Figure 1. Floorplan with the power grid.
Drawn at 2 px/um. Pins as bars on the die edge.
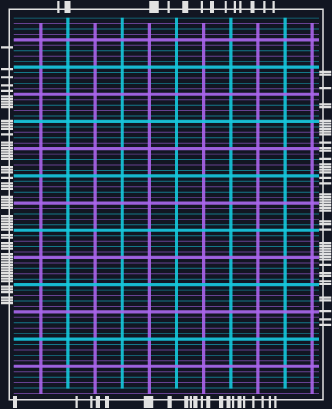
Figure 2. Logic cells by family.
Drawn at 1.5 px/um.
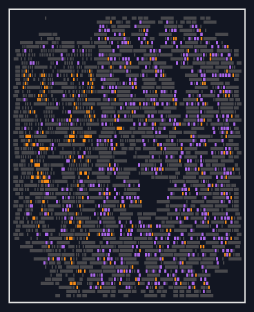
Figure 3. Metal layers overlaid.
Drawn at 2 px/um.
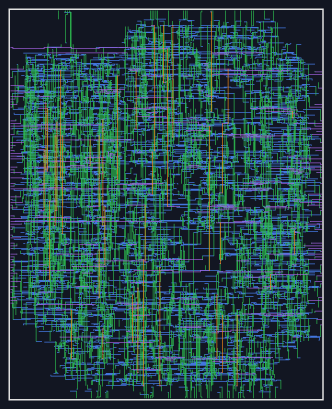
Figure 4. Clock wiring as the flow saved it.
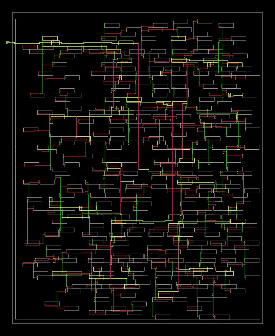
Figure 5. Clock network drawn from the DEF.
Drawn at 1.5 px/um.
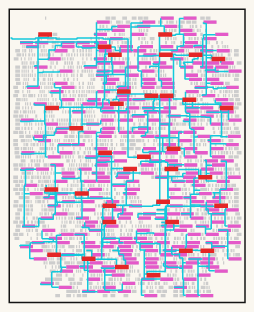
### src/rtl/riscv_fetch_pkg.sv
// Shared fetch-path types and constants.
//   XLEN          default address/data width
//   ILEN          instruction word width
//   INST_NOP      canonical RISC-V nop (addi x0,x0,0)
//   fetch_entry_t buffered instruction with its PC
//   align_word()  clears the byte-offset bits of a PC
package riscv_fetch_pkg;

  localparam int unsigned XLEN = 32;
  localparam int unsigned ILEN = 32;

  localparam logic [ILEN-1:0] INST_NOP = 32'h0000_0013;

  typedef struct packed {
    logic [XLEN-1:0] pc;
    logic [ILEN-1:0] inst;
  } fetch_entry_t;

  // Masking keeps every input bit referenced while forcing [1:0] to zero.
  function automatic logic [XLEN-1:0] align_word(input logic [XLEN-1:0] pc);
    return pc & ~XLEN'(3);
  endfunction

endpackage

### src/rtl/inst_fifo.sv
// DEPTH-entry FIFO of fetch_entry_t with synchronous flush.
//   clk, rst    clock, asynchronous active-high reset
//   flush       drop all entries this cycle (wins over push/pop)
//   push        write push_data at the tail
//   pop         advance the head (ignored when empty)
//   head        entry at the head (registered storage)
//   empty       no entries held
//   count       number of entries held, 0..DEPTH
module inst_fifo
  import riscv_fetch_pkg::*;
#(
  parameter int unsigned DEPTH = 4
) (
  input  logic                   clk,
  input  logic                   rst,
  input  logic                   flush,
  input  logic                   push,
  input  fetch_entry_t           push_data,
  input  logic                   pop,
  output fetch_entry_t           head,
  output logic                   empty,
  output logic [$clog2(DEPTH):0] count
);

  localparam int unsigned PTRW = $clog2(DEPTH);
  localparam int unsigned CNTW = $clog2(DEPTH) + 1;

  fetch_entry_t    mem_q [DEPTH];
  fetch_entry_t    mem_d [DEPTH];
  logic [PTRW-1:0] rd_ptr_q, rd_ptr_d;
  logic [PTRW-1:0] wr_ptr_q, wr_ptr_d;
  logic [CNTW-1:0] count_q, count_d;
  logic            pop_ok;

  assign pop_ok = pop && (count_q != '0);

  // Next-state: pointers wrap naturally because DEPTH is a power of two.
  always_comb begin
    mem_d    = mem_q;
    rd_ptr_d = rd_ptr_q;
    wr_ptr_d = wr_ptr_q;
    count_d  = count_q;
    if (flush) begin
      rd_ptr_d = '0;
      wr_ptr_d = '0;
      count_d  = '0;
    end else begin
      if (push) begin
        mem_d[wr_ptr_q] = push_data;
        wr_ptr_d        = wr_ptr_q + PTRW'(1);
      end
      if (pop_ok) begin
        rd_ptr_d = rd_ptr_q + PTRW'(1);
      end
      count_d = count_q + CNTW'(push) - CNTW'(pop_ok);
    end
  end

  always_ff @(posedge clk or posedge rst) begin
    if (rst) begin
      mem_q    <= '{default: '0};
      rd_ptr_q <= '0;
      wr_ptr_q <= '0;
      count_q  <= '0;
    end else begin
      mem_q    <= mem_d;
      rd_ptr_q <= rd_ptr_d;
      wr_ptr_q <= wr_ptr_d;
      count_q  <= count_d;
    end
  end

  assign head  = mem_q[rd_ptr_q];
  assign empty = (count_q == '0);
  assign count = count_q;

endmodule

### src/rtl/inst_prefetch.sv
// Decoupled instruction-fetch front end. Owns the PC, issues in-order word
// reads, buffers returned words with their PCs and offers them to decode.
// A redirect flushes the buffer and marks in-flight reads for discard so the
// target is fetched without waiting for stale responses.
//
// Ports:
//   clk, rst                       clock, asynchronous active-high reset
//   imem_req_valid/ready, addr     read request channel (addr word aligned)
//   imem_rsp_valid, imem_rsp_data  in-order read data
//   redirect_valid, redirect_pc    taken branch/jump, restart fetch
//   inst_valid/ready, inst, pc     instruction hand-off to decode
//
// Build option: define IPREFETCH_BYPASS_EN to forward a response straight to
// decode in the same cycle when the buffer is empty, nothing is being dropped,
// no redirect is present and decode is ready.
module inst_prefetch
  import riscv_fetch_pkg::*;
#(
  parameter int unsigned     XLEN     = riscv_fetch_pkg::XLEN,
  parameter int unsigned     DEPTH    = 4,
  parameter logic [XLEN-1:0] RESET_PC = '0
) (
  input  logic            clk,
  input  logic            rst,
  output logic            imem_req_valid,
  input  logic            imem_req_ready,
  output logic [XLEN-1:0] imem_addr,
  input  logic            imem_rsp_valid,
  input  logic [ILEN-1:0] imem_rsp_data,
  input  logic            redirect_valid,
  input  logic [XLEN-1:0] redirect_pc,
  output logic            inst_valid,
  input  logic            inst_ready,
  output logic [ILEN-1:0] inst,
  output logic [XLEN-1:0] inst_pc
);

  localparam int unsigned CNTW = $clog2(DEPTH) + 1;
  localparam int unsigned SUMW = CNTW + 1;

  logic [XLEN-1:0] pc_q, pc_d;
  logic [XLEN-1:0] rsp_pc_q, rsp_pc_d;
  logic [CNTW-1:0] inflight_q, inflight_d;
  logic [CNTW-1:0] drop_q, drop_d;

  fetch_entry_t    fifo_head;
  fetch_entry_t    fifo_wdata;
  logic            fifo_empty;
  logic [CNTW-1:0] fifo_count;
  logic            fifo_push;
  logic            fifo_pop;

  logic            issue_ok;
  logic            req_accept;
  logic            rsp_live;
  logic            bypass;

  // Credit: buffered plus outstanding never exceeds DEPTH, so every response
  // (dropped ones included) has a slot reserved until it returns.
  assign issue_ok   = !redirect_valid &&
                      ((SUMW'(fifo_count) + SUMW'(inflight_q)) < SUMW'(DEPTH));
  assign req_accept = issue_ok && imem_req_ready;

  // A response is kept only outside a redirect cycle and once stale reads are drained.
  assign rsp_live = imem_rsp_valid && !redirect_valid && (drop_q == '0);

`ifdef IPREFETCH_BYPASS_EN
  assign bypass = rsp_live && fifo_empty && inst_ready;
`else
  assign bypass = 1'b0;
`endif

  assign fifo_push  = rsp_live && !bypass;
  assign fifo_pop   = !redirect_valid && !fifo_empty && inst_ready;
  assign fifo_wdata = '{pc: rsp_pc_q, inst: imem_rsp_data};

  // Fetch pointer, response PC tracker and outstanding/drop accounting.
  always_comb begin
    pc_d       = pc_q;
    rsp_pc_d   = rsp_pc_q;
    inflight_d = inflight_q + CNTW'(req_accept) - CNTW'(imem_rsp_valid);
    drop_d     = drop_q;
    if (redirect_valid) begin
      pc_d     = align_word(redirect_pc);
      rsp_pc_d = align_word(redirect_pc);
      // Everything still outstanding after this cycle's response is stale.
      drop_d   = inflight_q - CNTW'(imem_rsp_valid);
    end else begin
      if (req_accept) begin
        pc_d = pc_q + XLEN'(4);
      end
      if (rsp_live) begin
        rsp_pc_d = rsp_pc_q + XLEN'(4);
      end
      if (imem_rsp_valid && (drop_q != '0)) begin
        drop_d = drop_q - CNTW'(1);
      end
    end
  end

  always_ff @(posedge clk or posedge rst) begin
    if (rst) begin
      pc_q       <= RESET_PC;
      rsp_pc_q   <= RESET_PC;
      inflight_q <= '0;
      drop_q     <= '0;
    end else begin
      pc_q       <= pc_d;
      rsp_pc_q   <= rsp_pc_d;
      inflight_q <= inflight_d;
      drop_q     <= drop_d;
    end
  end

  inst_fifo #(
    .DEPTH (DEPTH)
  ) u_fifo (
    .clk       (clk),
    .rst       (rst),
    .flush     (redirect_valid),
    .push      (fifo_push),
    .push_data (fifo_wdata),
    .pop       (fifo_pop),
    .head      (fifo_head),
    .empty     (fifo_empty),
    .count     (fifo_count)
  );

  // Reset only masks the request port; internal state is already held by the flops.
  assign imem_req_valid = issue_ok && !rst;
  assign imem_addr      = pc_q;

  assign inst_valid = !redirect_valid && (!fifo_empty || bypass);
  assign inst       = bypass ? imem_rsp_data : fifo_head.inst;
  assign inst_pc    = bypass ? rsp_pc_q      : fifo_head.pc;

`ifndef SYNTHESIS
  rsp_without_request : assert property (
    @(posedge clk) disable iff (rst) !(imem_rsp_valid && (inflight_q == '0))
  );
`endif

endmodule

### config.mk
export PLATFORM = sky130hd
export DESIGN_NAME = inst_prefetch
export DESIGN_NICKNAME = d
export VERILOG_FILES = /design/src/rtl/riscv_fetch_pkg.sv /design/src/rtl/inst_fifo.sv /design/src/rtl/inst_prefetch.sv
export SDC_FILE = /design/constraint.sdc
export NUM_CORES = 1
export LEC_CHECK = 0
export ABC_AREA = 1
export CORE_ASPECT_RATIO = 1.25
export CORE_MARGIN = 1.5
export CORE_UTILIZATION = 55
export CTS_BUF_LIST = sky130_fd_sc_hd__clkbuf_8 sky130_fd_sc_hd__clkbuf_16
export CTS_CLUSTER_DIAMETER = 120
export DETAILED_ROUTE_END_ITERATION = 12
export HOLD_SLACK_MARGIN = 0.08
export PLACE_DENSITY = 0.78
export SYNTH_ARGS = -nofsm -noshare
export SYNTH_HDL_FRONTEND = slang
export SYNTH_HIERARCHICAL = 1
export SYNTH_SLANG_ARGS = --single-unit
export TNS_END_PERCENT = 30
### constraint.sdc
create_clock -name clk -period 10.9 [get_ports clk]
set_clock_uncertainty 0.2 [all_clocks]
set_input_delay 1.635 -clock clk [delete_from_list [all_inputs] [get_ports clk]]
set_output_delay 1.635 -clock clk [all_outputs]
set_load 0.03 [all_outputs]
==> run summary <==
Result of the run -> finished clean
Endpoint with the worst hold slack -> u_fifo/mem_q[99]
Top logic cell family in the synthesized netlist -> simple AND/OR/NAND/NOR gates
Ys flop type -> dfrtp_1
Leak pwr -> 9.14 nW
Switching power share of the total -> 34.2%
Area fraction in and, or, nand and nor cells after synthesis -> 22.0%
Longest individual stage delay on the worst path -> 0.80 ns
Portion of the clock cycle consumed by the worst path in the final layout -> 52.4%
Std-Cell Core Area -> 0.0287 sq mm
Floorplan core density -> 56.3%
Final worst setup slack -> 5.18 ns
Total global routing track utilization -> 26.9%
Yosys stat cell total -> 2062
Critical Path Sink Type -> output pin
Via count of the first global-routing pass -> 13796
WHS Path Cells -> 2
Cell type with the largest total area -> dfrtp_1
Worst slack after detailed placement -> 5.75 ns
Placed cell count -> 2518
Count of flip-flops with a built-in enable after synthesis -> 0
Hold path startpoint -> u_fifo/mem_q[99]
Met3 wirelength from detailed routing -> 2.29 mm
Average cell area after synthesis -> 7.82 sq um
Chip area from the yosys synthesis statistics -> 0.0161 sq mm
Met1 capacity usage during global routing -> 35.3%
Maxcap violations -> 0
Power per Cell Area -> 202 mW/mm^2
Combined buffer and inverter count along the critical path -> 3
Final nets -> 2252
About Figure 1:
Key: VDD = cyan; VSS = purple
168 signal pins sit on the boundary. 70 met1 rails follow the rows. 11 straps on met4. The core has 69 rows.

About Figure 2:
Key: inverting AOI/OAI gates = purple [cells 512, most used o21ai_0, where widely spread]; NOR gates = orange [cells 232, most used nor2_1, where widely spread]

About Figure 3:
Key: metal 4 = orange [wire length 1390 um]; metal 3 = purple [wire length 2290 um]; metal 2 = green [wire length 19200 um]; metal 1 = blue [wire length 17200 um]

About Figure 4:
number of sinks driven by the clock tree: 329
worst-skew pair later-pin latency: 0.51 ns
Power Clock: 1.13 mW
final sequential cell count: 329
CTS buffer count: 34

About Figure 5:
Key: clock drivers = red [count 34]; flip-flops = magenta [count 329]; clock wires = cyan [length 3920 um]
There are 35 routed clock nets. Position of the flops: widely spread.

Power and IR drop assume default switching activity.
